==> config.mk <==
export PLATFORM = sky130hd
export DESIGN_NAME = tick_counter_div
export DESIGN_NICKNAME = d
export VERILOG_FILES = /design/src/rtl/tick_counter_div.sv
export SDC_FILE = /design/constraint.sdc
export NUM_CORES = 1
export LEC_CHECK = 0
export ABC_AREA = 1
export CAP_MARGIN = 0
export CORE_MARGIN = 1.5
export CORE_UTILIZATION = 61
export CTS_BUF_LIST = sky130_fd_sc_hd__clkbuf_4
export CTS_CLUSTER_DIAMETER = 40
export CTS_CLUSTER_SIZE = 28
export DETAILED_ROUTE_END_ITERATION = 6
export MAX_ROUTING_LAYER = met4
export PLACE_DENSITY = 0.86
export SYNTH_ARGS = -nofsm -noshare
export SYNTH_HDL_FRONTEND = slang
export SYNTH_SLANG_ARGS = --single-unit
==> constraint.sdc <==
create_clock -name clk -period 4.3 [get_ports clk]
set_input_delay 0.86 -clock clk [delete_from_list [all_inputs] [get_ports clk]]
set_output_delay 0.86 -clock clk [all_outputs]
set_load 0.02 [all_outputs]
==> src/rtl/tick_counter_div.sv <==
// Up/down counter advanced by a programmable prescaler tick, single clock domain.
// The prescaler issues a one-cycle enable instead of a derived clock.
module tick_counter_div #(
  parameter int WIDTH     = 4,
  parameter int DIV_WIDTH = 26,
  parameter bit SATURATE  = 1'b0
) (
  input  logic                 clk,
  input  logic                 rst,
  input  logic                 en,
  input  logic [DIV_WIDTH-1:0] div_max,
  input  logic                 up_dn,
  input  logic                 load,
  input  logic [WIDTH-1:0]     load_val,
  output logic [WIDTH-1:0]     counter_out,
  output logic                 tick,
  output logic                 tc
);

  localparam logic [WIDTH-1:0]     CNT_ONES   = {WIDTH{1'b1}};
  localparam logic [WIDTH-1:0]     CNT_ZERO   = {WIDTH{1'b0}};
  localparam logic [DIV_WIDTH-1:0] PRESC_ZERO = {DIV_WIDTH{1'b0}};

  logic [DIV_WIDTH-1:0] presc_q, presc_d;
  logic [WIDTH-1:0]     cnt_q, cnt_d;
  logic [WIDTH-1:0]     cnt_step_s;
  logic                 tick_q, tick_d;
  logic                 at_term_s;
  logic                 presc_wrap_s;

  assign at_term_s    = up_dn ? (cnt_q == CNT_ONES) : (cnt_q == CNT_ZERO);
  // >= rather than == so a lowered div_max still wraps on the next enabled edge
  assign presc_wrap_s = (presc_q >= div_max);

  // Value the counter takes when a tick fires
  always_comb begin
    cnt_step_s = cnt_q;
    if (at_term_s && SATURATE) begin
      cnt_step_s = cnt_q;
    end else if (up_dn) begin
      cnt_step_s = cnt_q + WIDTH'(1);
    end else begin
      cnt_step_s = cnt_q - WIDTH'(1);
    end
  end

  // Next-state: load beats freeze beats counting
  always_comb begin
    presc_d = presc_q;
    cnt_d   = cnt_q;
    tick_d  = 1'b0;
    if (load) begin
      cnt_d   = load_val;
      presc_d = PRESC_ZERO;
    end else if (!en) begin
      presc_d = presc_q;
    end else if (presc_wrap_s) begin
      presc_d = PRESC_ZERO;
      tick_d  = 1'b1;
      cnt_d   = cnt_step_s;
    end else begin
      presc_d = presc_q + DIV_WIDTH'(1);
    end
  end

  // State registers with asynchronous active-low clear
  always_ff @(posedge clk or negedge rst) begin
    if (!rst) begin
      presc_q <= PRESC_ZERO;
      cnt_q   <= CNT_ZERO;
      tick_q  <= 1'b0;
    end else begin
      presc_q <= presc_d;
      cnt_q   <= cnt_d;
      tick_q  <= tick_d;
    end
  end

  assign counter_out = cnt_q;
  assign tick        = tick_q;
  assign tc          = at_term_s;

endmodule
==> impl_metrics.py, run 1 <==
# Generated from Yosys and OpenROAD reports
metrics = {
    "power": {
        "total_power_uw": 671.2,
        "power_leakage_nw": 1.646,
    },
    "die": {
        "floorplan.die.height_um": 68.76,
        "area_of_the_core_region_sq_um": 4086,
    },
    "synthesis": {
        "synth_seq_share": 0.2941,
        "netlist.area_leader.share": 0.2941,
        "yosys-dominant-comb-family": "simple AND/OR/NAND/NOR gates",
        "share_of_cell_area_taken_by_muxes_after_synthesis": 0,
        "mappedNetlistArea_sq_um": 2638,
        "yosysChipArea_sq_um": 2638,
    },
    "detailed_routing": {
        "wl_met1_um": 2507,
        "met2_wirelength_um": 2723,
        "firstDrtPassIters": 4,
        "drcViolationCount": 0,
    },
    "finish": {
        "antenna_cells": 0,
        "flow.area_growth_from_synthesis_pct": 19.31,
        "final_nets": 474,
        "buf_share": 0.1296,
        "num-multi-input-gates": 266,
    },
    "worst_setup_path": {
        "critical_path_required_ps": 3440,
        "timing.setup.critical_path_class": "input port to output pin",
        "timing.critical_path.from_type": "input port",
    },
    "global_routing": {
        "antenna_found_initial": 0,
        "grt_overflow_total": 0,
    },
    "clocking": {
        "clock_sinks": 31,
        "cts.repair_timing.setup_buffer_count": 0,
        "clk_path_buf_depth": 2,
        "cts_tree": "yes",
        "numCtsBuffers": 5,
        "worstSkewPairLatency_ps": 350,
    },
    "sta": {
        "timing.final.hold_violations": 0,
        "slew_viol_final": 0,
    },
    "placement": {
        "detailed_placer_s_ending_hpwl_um": 4426,
        "placedInstanceArea_sq_um": 3070,
    },
    "run_status": {
        "outcome": "completed",
    },
    "run": {
        "tool_warnings": 26,
    },
}
## run 1: logic make-up after synthesis
| group | count (synthesis) |
|---|---|
| XOR/XNOR | 20 |
| flip-flops | 31 |
| AND-OR/OR-AND | 19 |
| adder cells (fa/ha/maj) | 30 |
| AND/OR/NAND/NOR | 197 |
| buffers and inverters | 67 |
## run 1: flip-flops by register name (all words and copies together) (netlist names)
name / cells
counter_out: 4
presc_q: 26
tick: 1
## run 1: worst paths after layout
| kind | from | endpoint | slack, ps | depth (start not counted) |
|---|---|---|---|---|
| worst max-delay path | up_dn | tc | 1220 | 4 |
| worst min-delay path | presc_q[0] | presc_q[0] | 570 | 2 |
| worst max register to register | presc_q[12] | presc_q[14] | 2200 | 12 |
| worst min register to register | presc_q[0] | presc_q[0] | 570 | 2 |
| max in group asynchronous | rst | presc_q[22] | 3100 | 2 |
| min in group asynchronous | rst | presc_q[7] | 900 | 2 |
## run 1: where the power goes
group	internal, mW	switching [mW]
registers	0.299	0.0116
clock network	0.120	0.109
logic	0.0658	0.0659
total	0.484	0.187
## run 1: worst max-delay path: stages
cell and delay, ps:
clkdlybuf4s50_1 510, nand2_1 80, o21ai_0 150, clkdlybuf4s50_1 620
## run 1: synthesized netlist by cell type
cell type  number
nor2_1         53
a21oi_1        11
nand2_1        84
nor2_2          3
fa_1            1
nor3_2          2
nor3_1          7
nand3b_4        1
inv_2           1
nand3_1        21
nand2_2         2
buf_4           1
o21bai_1        2
nand2_4         1
dfrtp_1        31
inv_1          62
buf_8           2
o22ai_1         1
xnor2_1         6
nor3_4          1
xor2_1         14
or2_2           1
ha_1           29
nand4_1        14
nor2_4          3
and2_1          1
a21o_1          2
clkinv_1        1
nand3_2         2
nand4_2         1
o21ai_0         3
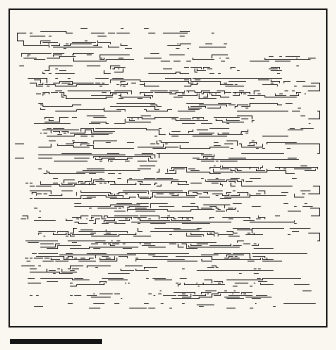
*M1 wires, run 1*
The bar under the picture is 20 um long.
main direction	horizontal
longest straight run	26.2 um
routing usage on met1: 0.3228
vias after detailed routing: 2,430
Routed Wire Length: 5635 um

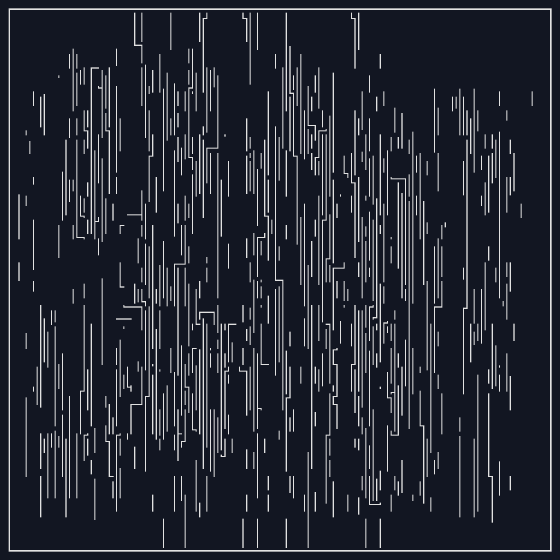
*M2 wires, run 1*
share of all routed wire	48%
longest straight run	28.9 um
nets with wire on the layer	374
wire length on this layer	2,720 um
main direction	vertical
met2 Use GR: 0.4880

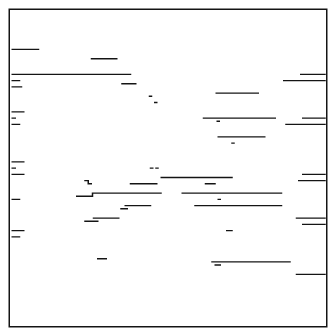
*Signal wires on met3, run 1*
main direction	horizontal
share of all routed wire	4.9%
wire length on this layer	273 um
longest straight run	25.8 um
grt met3 use: 0.05195

==> run 1 -> run 2 <==
--- a/config.mk
+++ b/config.mk
@@ -8,13 +8,13 @@
 export ABC_AREA = 1
 export CAP_MARGIN = 0
 export CORE_MARGIN = 1.5
-export CORE_UTILIZATION = 61
+export CORE_UTILIZATION = 56
 export CTS_BUF_LIST = sky130_fd_sc_hd__clkbuf_4
 export CTS_CLUSTER_DIAMETER = 40
 export CTS_CLUSTER_SIZE = 28
 export DETAILED_ROUTE_END_ITERATION = 6
 export MAX_ROUTING_LAYER = met4
-export PLACE_DENSITY = 0.86
+export PLACE_DENSITY = 0.8
 export SYNTH_ARGS = -nofsm -noshare
 export SYNTH_HDL_FRONTEND = slang
 export SYNTH_SLANG_ARGS = --single-unit
==> constraint.sdc (replaced) <==
create_clock -name clk -period 3.22 [get_ports clk]
set_input_delay 0.644 -clock clk [delete_from_list [all_inputs] [get_ports clk]]
set_output_delay 0.644 -clock clk [all_outputs]
set_load 0.02 [all_outputs]
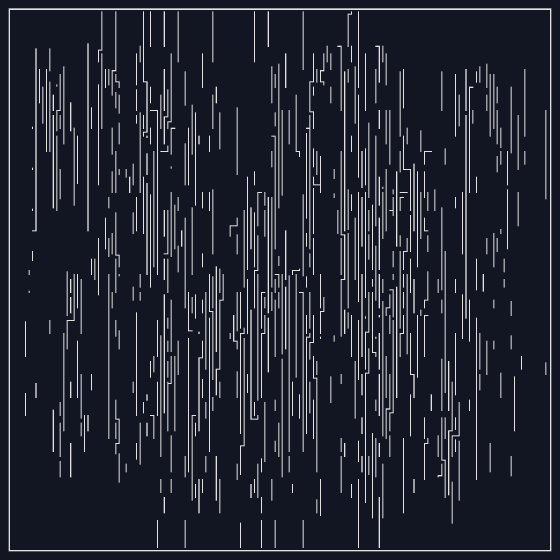
*M2 wires, run 2*
share of all routed wire	49%
nets with wire on the layer	362
met2 Use GR: 0.4187
vias after detailed routing: 2,390

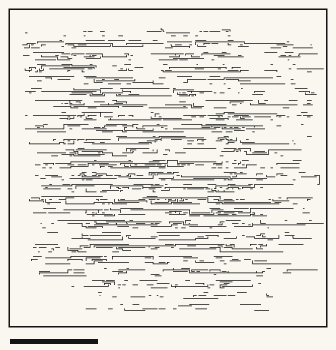
*M1 wires, run 2*
The bar under the picture is 20 um long.
longest straight run	18.4 um
nets with wire on the layer	428
main direction	horizontal
wire length on this layer	2,560 um
Routed Wire Length: 5593 um
routing usage on met1: 0.3171

==> run 2 against run 1 <==
The flow now finishes with violations (design-rule violations). Global-route usage fell by 2.9 points. Worst setup slack got worse by 660 ps. Die size rose by 8.5%. Non-clock buffer count did not move. Hold slack got worse by 3.4 ps. Wire length fell by 0.75%. Sequential share of layout area barely moved. Largest cell class unchanged. Largest power group unchanged. Highest routed layer unchanged.
==> impl_metrics.py, run 2 <==
# Generated from Yosys and OpenROAD reports
metrics = {
    "run_status": {
        "outcome": "finished, violations left",
        "failing_checks": "design-rule violations",
    },
    "worst_hold_path": {
        "hold_path_end": "presc_q[0]",
        "worstHoldPathCells": 2,
        "worst_hold_startpoint": "presc_q[0]",
    },
    "die": {
        "floorplan.die.height_um": 71.63,
    },
    "detailed_routing": {
        "firstDrtPassIters": 7,
        "drcViolationCount": 1,
        "wl_met1_um": 2559,
    },
    "synthesis": {
        "fraction_of_synthesis_flops_using_an_asynchronous_set_or_reset_pin": 1.000,
        "postSynth.topFlopCell": "dfrtp_1",
        "yosysChipArea_sq_um": 2638,
        "mappedNetlistArea_sq_um": 2638,
        "yosys-dominant-comb-family": "simple AND/OR/NAND/NOR gates",
        "share_of_cell_area_taken_by_muxes_after_synthesis": 0,
    },
    "worst_setup_path": {
        "beginning_of_the_worst_register_to_register_path": "presc_q[24]",
        "timing.critical_path.from_type": "input port",
        "worst_reg_to_reg_cells": 11,
        "timing.rr.end": "presc_q[5]",
        "timing.setup.critical_path_class": "input port to output pin",
    },
    "run": {
        "tool_warnings": 26,
    },
    "global_routing": {
        "grt_overflow_total": 0,
        "antenna_found_initial": 0,
    },
    "clocking": {
        "cts_tree": "yes",
        "numCtsBuffers": 5,
        "clk_path_buf_depth": 2,
        "cts.repair_timing.setup_buffer_count": 0,
        "clock_sinks": 31,
    },
    "sta": {
        "slew_viol_final": 0,
        "timing.final.hold_violations": 0,
    },
    "power": {
        "power_leakage_nw": 1.646,
    },
}
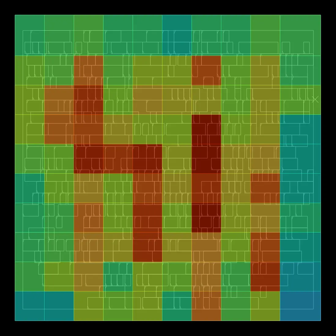
*Routing congestion map, run 2*
wire per inst: 12.11 um
grt met3 use: 0.04079
busiest layer in global routing: met2
post-route core utilization: 0.7086

-- run 2: cell counts after synthesis --
No cell type changed its count.
-- run 2: logic make-up (layout without fill, tap and decap cells) --
group                      count (synthesis)  after routing
and+or+nand+nor                          197            197
buffers and inverters                     67            113
xor gates and xnor gates                  20             20
adders and majority gates                 30             30
DFF                                       31             31
AOI/OAI and AO/OA                         19             19
-- run 2: area by class of cell --
cell class / instances / area (sq um) / area share
timing repair buffer: 41 / 407.9 / 0.1295
clock buffer: 5 / 37.54 / 0.01192
tap: 52 / 65.06 / 0.02066
inverter: 64 / 240.2 / 0.07628
multi-input combinational: 266 / 1584 / 0.5030
sequential: 31 / 775.7 / 0.2463
clock inverter: 3 / 38.79 / 0.01232
-- run 2: worst max-delay path by stage --
| stage | startpoint | end | slack [ps] |
|---|---|---|---|
| final | up_dn | tc | 560 |
| after global routing | up_dn | tc | 470 |
| after CTS | up_dn | tc | 550 |
| after detailed placement | div_max[25] | presc_q[12] | 470 |
| after global placement | div_max[21] | presc_q[10] | 560 |
| after floorplan | div_max[25] | presc_q[4] | 1210 |
-- run 2: power by group --
part	total [mW]	internal [mW]	switching, mW	leakage, nW
logic	0.178	0.0877	0.0906	1.18
clock network	0.302	0.160	0.143	0.0426
registers	0.414	0.399	0.0151	0.426
-- run 2: metrics by stage --
stage                 util  std cells  power [mW]  hold WS [ps]  cell area, sq um
finish              0.7086        462      0.8948         571.5              3149
detailed placement  0.6914        454      0.6013         539.0              3073
global placement    0.6914        454      0.5949         523.5              3073
global route        0.7086        462      0.9446         609.0              3149
floorplan                -        364      0.5136         348.4              2638
CTS                 0.7086        462      0.9026         562.7              3149
-- run 2: critical path, cell delays in order --
cell and delay [ps]:
clkdlybuf4s50_1 440, nor2_1 160, nand2_1 80, o21ai_0 70
clkdlybuf4s50_1 620
==> run 2 -> run 3 <==
--- a/config.mk
+++ b/config.mk
@@ -8,13 +8,13 @@
 export ABC_AREA = 1
 export CAP_MARGIN = 0
 export CORE_MARGIN = 1.5
-export CORE_UTILIZATION = 56
+export CORE_UTILIZATION = 51
 export CTS_BUF_LIST = sky130_fd_sc_hd__clkbuf_4
 export CTS_CLUSTER_DIAMETER = 40
 export CTS_CLUSTER_SIZE = 28
 export DETAILED_ROUTE_END_ITERATION = 6
 export MAX_ROUTING_LAYER = met4
-export PLACE_DENSITY = 0.8
+export PLACE_DENSITY = 0.76
 export SYNTH_ARGS = -nofsm -noshare
 export SYNTH_HDL_FRONTEND = slang
 export SYNTH_SLANG_ARGS = --single-unit
==> constraint.sdc (replaced) <==
create_clock -name clk -period 2.3 [get_ports clk]
set_input_delay 0.46 -clock clk [delete_from_list [all_inputs] [get_ports clk]]
set_output_delay 0.46 -clock clk [all_outputs]
set_load 0.02 [all_outputs]
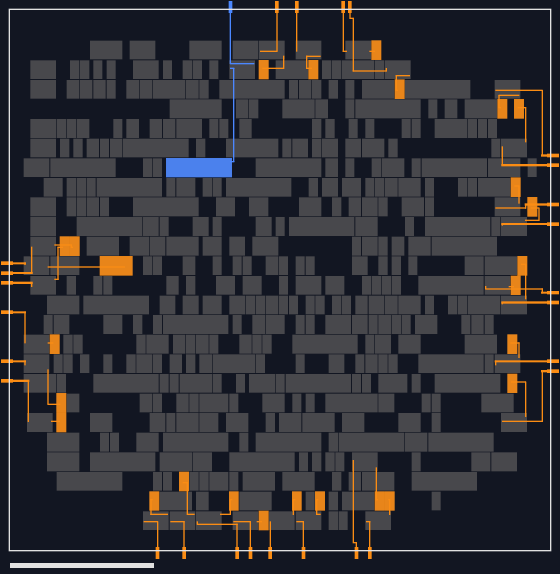
*Port wiring, run 3*
The bar under the picture is 20 um long.
port	colour	direction	end cells	buffers	wire
tick	blue	output	1	1	24.0 um
div_max	orange	input	26	26	285 um
I/O Buffers: 40
# IOs: 41

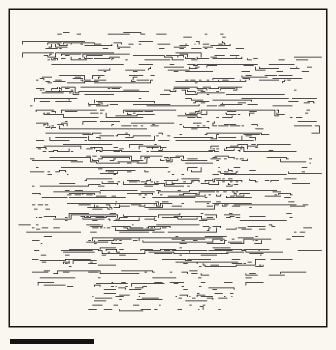
*M1 wires, run 3*
The bar under the picture is 20 um long.
Routed Wire Length: 5633 um
vias after detailed routing: 2,399

==> run 3 against run 2 <==
The run now ends clean. Hold slack got worse by 49 ps. Non-clock buffer count rose by 7. Register-to-register slack got worse by 840 ps. Utilization fell by 4.8 points. First-iteration DRC count rose by 35%. Clock skew rose by 2.0 ps. Count of clock-buffer cells in the layout rose by 1. Critical endpoint is now counter_out[2]. Largest cell class unchanged. Largest power group unchanged.
==> impl_metrics.py, run 3 <==
# Generated from Yosys and OpenROAD reports
metrics = {
    "run_status": {
        "outcome": "completed",
    },
    "synthesis": {
        "synth_seq_share": 0.2941,
        "synth.most_common_cell": "nand2_1",
        "yosys-dominant-comb-family": "simple AND/OR/NAND/NOR gates",
        "synth-edff-count": 0,
        "postSynth.topFlopCell": "dfrtp_1",
        "share_of_cell_area_taken_by_muxes_after_synthesis": 0,
    },
    "clocking": {
        "worstSkewPairLatency_ps": 330,
        "numCtsBuffers": 5,
        "clock_sinks": 31,
    },
    "worst_setup_path": {
        "launch_point_of_the_critical_path": "div_max[21]",
        "timing.setup.critical_path_class": "input port to register",
        "slowest_cell_on_crit_path": "clkdlybuf4s50_1",
        "cp_top_family": "simple AND/OR/NAND/NOR gates",
        "timing.critical_path.from_type": "input port",
        "worst-r2r-setup-slack_ps": 320,
        "timing.rr.end": "counter_out[2]",
        "worstSetupEndpoint": "counter_out[2]",
        "critical_path_required_ps": 2520,
        "beginning_of_the_worst_register_to_register_path": "presc_q[12]",
        "critical-path-top-cell-by-count": "nand2_1",
    },
    "global_routing": {
        "grt.busiest_layer": "met2",
        "grtUsageMet1": 0.2996,
    },
    "detailed_routing": {
        "wl_per_cell_um": 11.69,
        "drcViolationCount": 0,
        "firstDrtPassIters": 4,
    },
    "finish": {
        "antenna_cells": 0,
        "registers.top_by_ff_count": "presc_q",
        "finalNonFillerCells": 482,
        "largest_register_ffs": 26,
    },
    "power": {
        "comb_power_share": 0.222,
        "clkPwrFrac": 0.268,
        "p_int_uw": 807.3,
        "p_seq_frac": 0.510,
    },
    "run": {
        "tool_warnings": 26,
    },
    "placement": {
        "detailed_placer_s_ending_hpwl_um": 4500,
    },
    "die": {
        "floorplan.die.height_um": 74.92,
    },
}
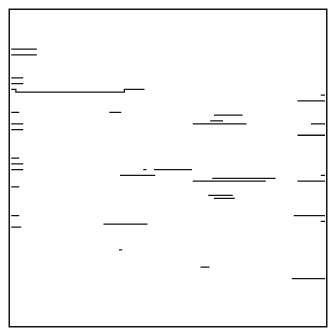
*Signal wires on met3, run 3*
wire length on this layer	201 um
nets with wire on the layer	33
grt met3 use: 0.02811

==> run 3: cell count changes in the layout (fill, tap and decap cells not counted), sizes merged <==
cell           delta
dlymetal6s2s      +1
bufinv            -1
clkinv            -2
clkbuf            +1
clkdlybuf4s50     -1
buf               +7
==> run 3: final cells by class <==
class                      instances  area, sq um  share of cell area
inverter                          64        240.2             0.07500
clock buffer                       6        45.04             0.01406
multi-input combinational        266         1595              0.4980
tap                               67        83.83             0.02617
timing repair buffer              48        462.9              0.1445
sequential                        31        775.7              0.2422
==> run 3: routing by layer <==
layer | share of wire | vias to the layer above
li1 | - | 1250
met1 | 0.47 | 1098
met2 | 0.49 | 46
met3 | 0.036 | 5
met4 | 0.0091 | 0
met5 | 0 | -
==> run 3: power by group through the flow <==
stage,clock [mW],sequential (mW),combinational [mW]
after floorplan,0,0.600,0.119
after global placement,0,0.591,0.247
after detailed placement,0,0.591,0.255
after CTS,0.310,0.580,0.255
after global routing,0.325,0.583,0.289
final,0.305,0.580,0.253
==> run 3: metrics by stage <==
stage / hold slack (ps) / instance area [sq um] / power, mW / utilization
finish: 522.2 / 3203 / 1.139 / 0.6606
global placement: 530.6 / 3144 / 0.8384 / 0.6485
floorplan: 164.4 / 2638 / 0.7191 / -
detailed placement: 535.7 / 3144 / 0.8453 / 0.6485
global route: 559.7 / 3203 / 1.197 / 0.6606
CTS: 532.8 / 3189 / 1.145 / 0.6578
==> run 3: how the worst min path moves through the flow <==
stage,start,end,slack (ps)
floorplan,rst,counter_out[0],160
global placement,presc_q[0],presc_q[0],530
detailed placement,presc_q[0],presc_q[0],540
CTS,rst,presc_q[16],530
global route,rst,presc_q[16],560
finish,rst,presc_q[10],520
==> run 3: repair_timing <==
item	CTS	global route
gates resized	0	3
endpoints found under the setup margin	0	25
buffers inserted	0	0
Power and IR drop assume default switching activity.
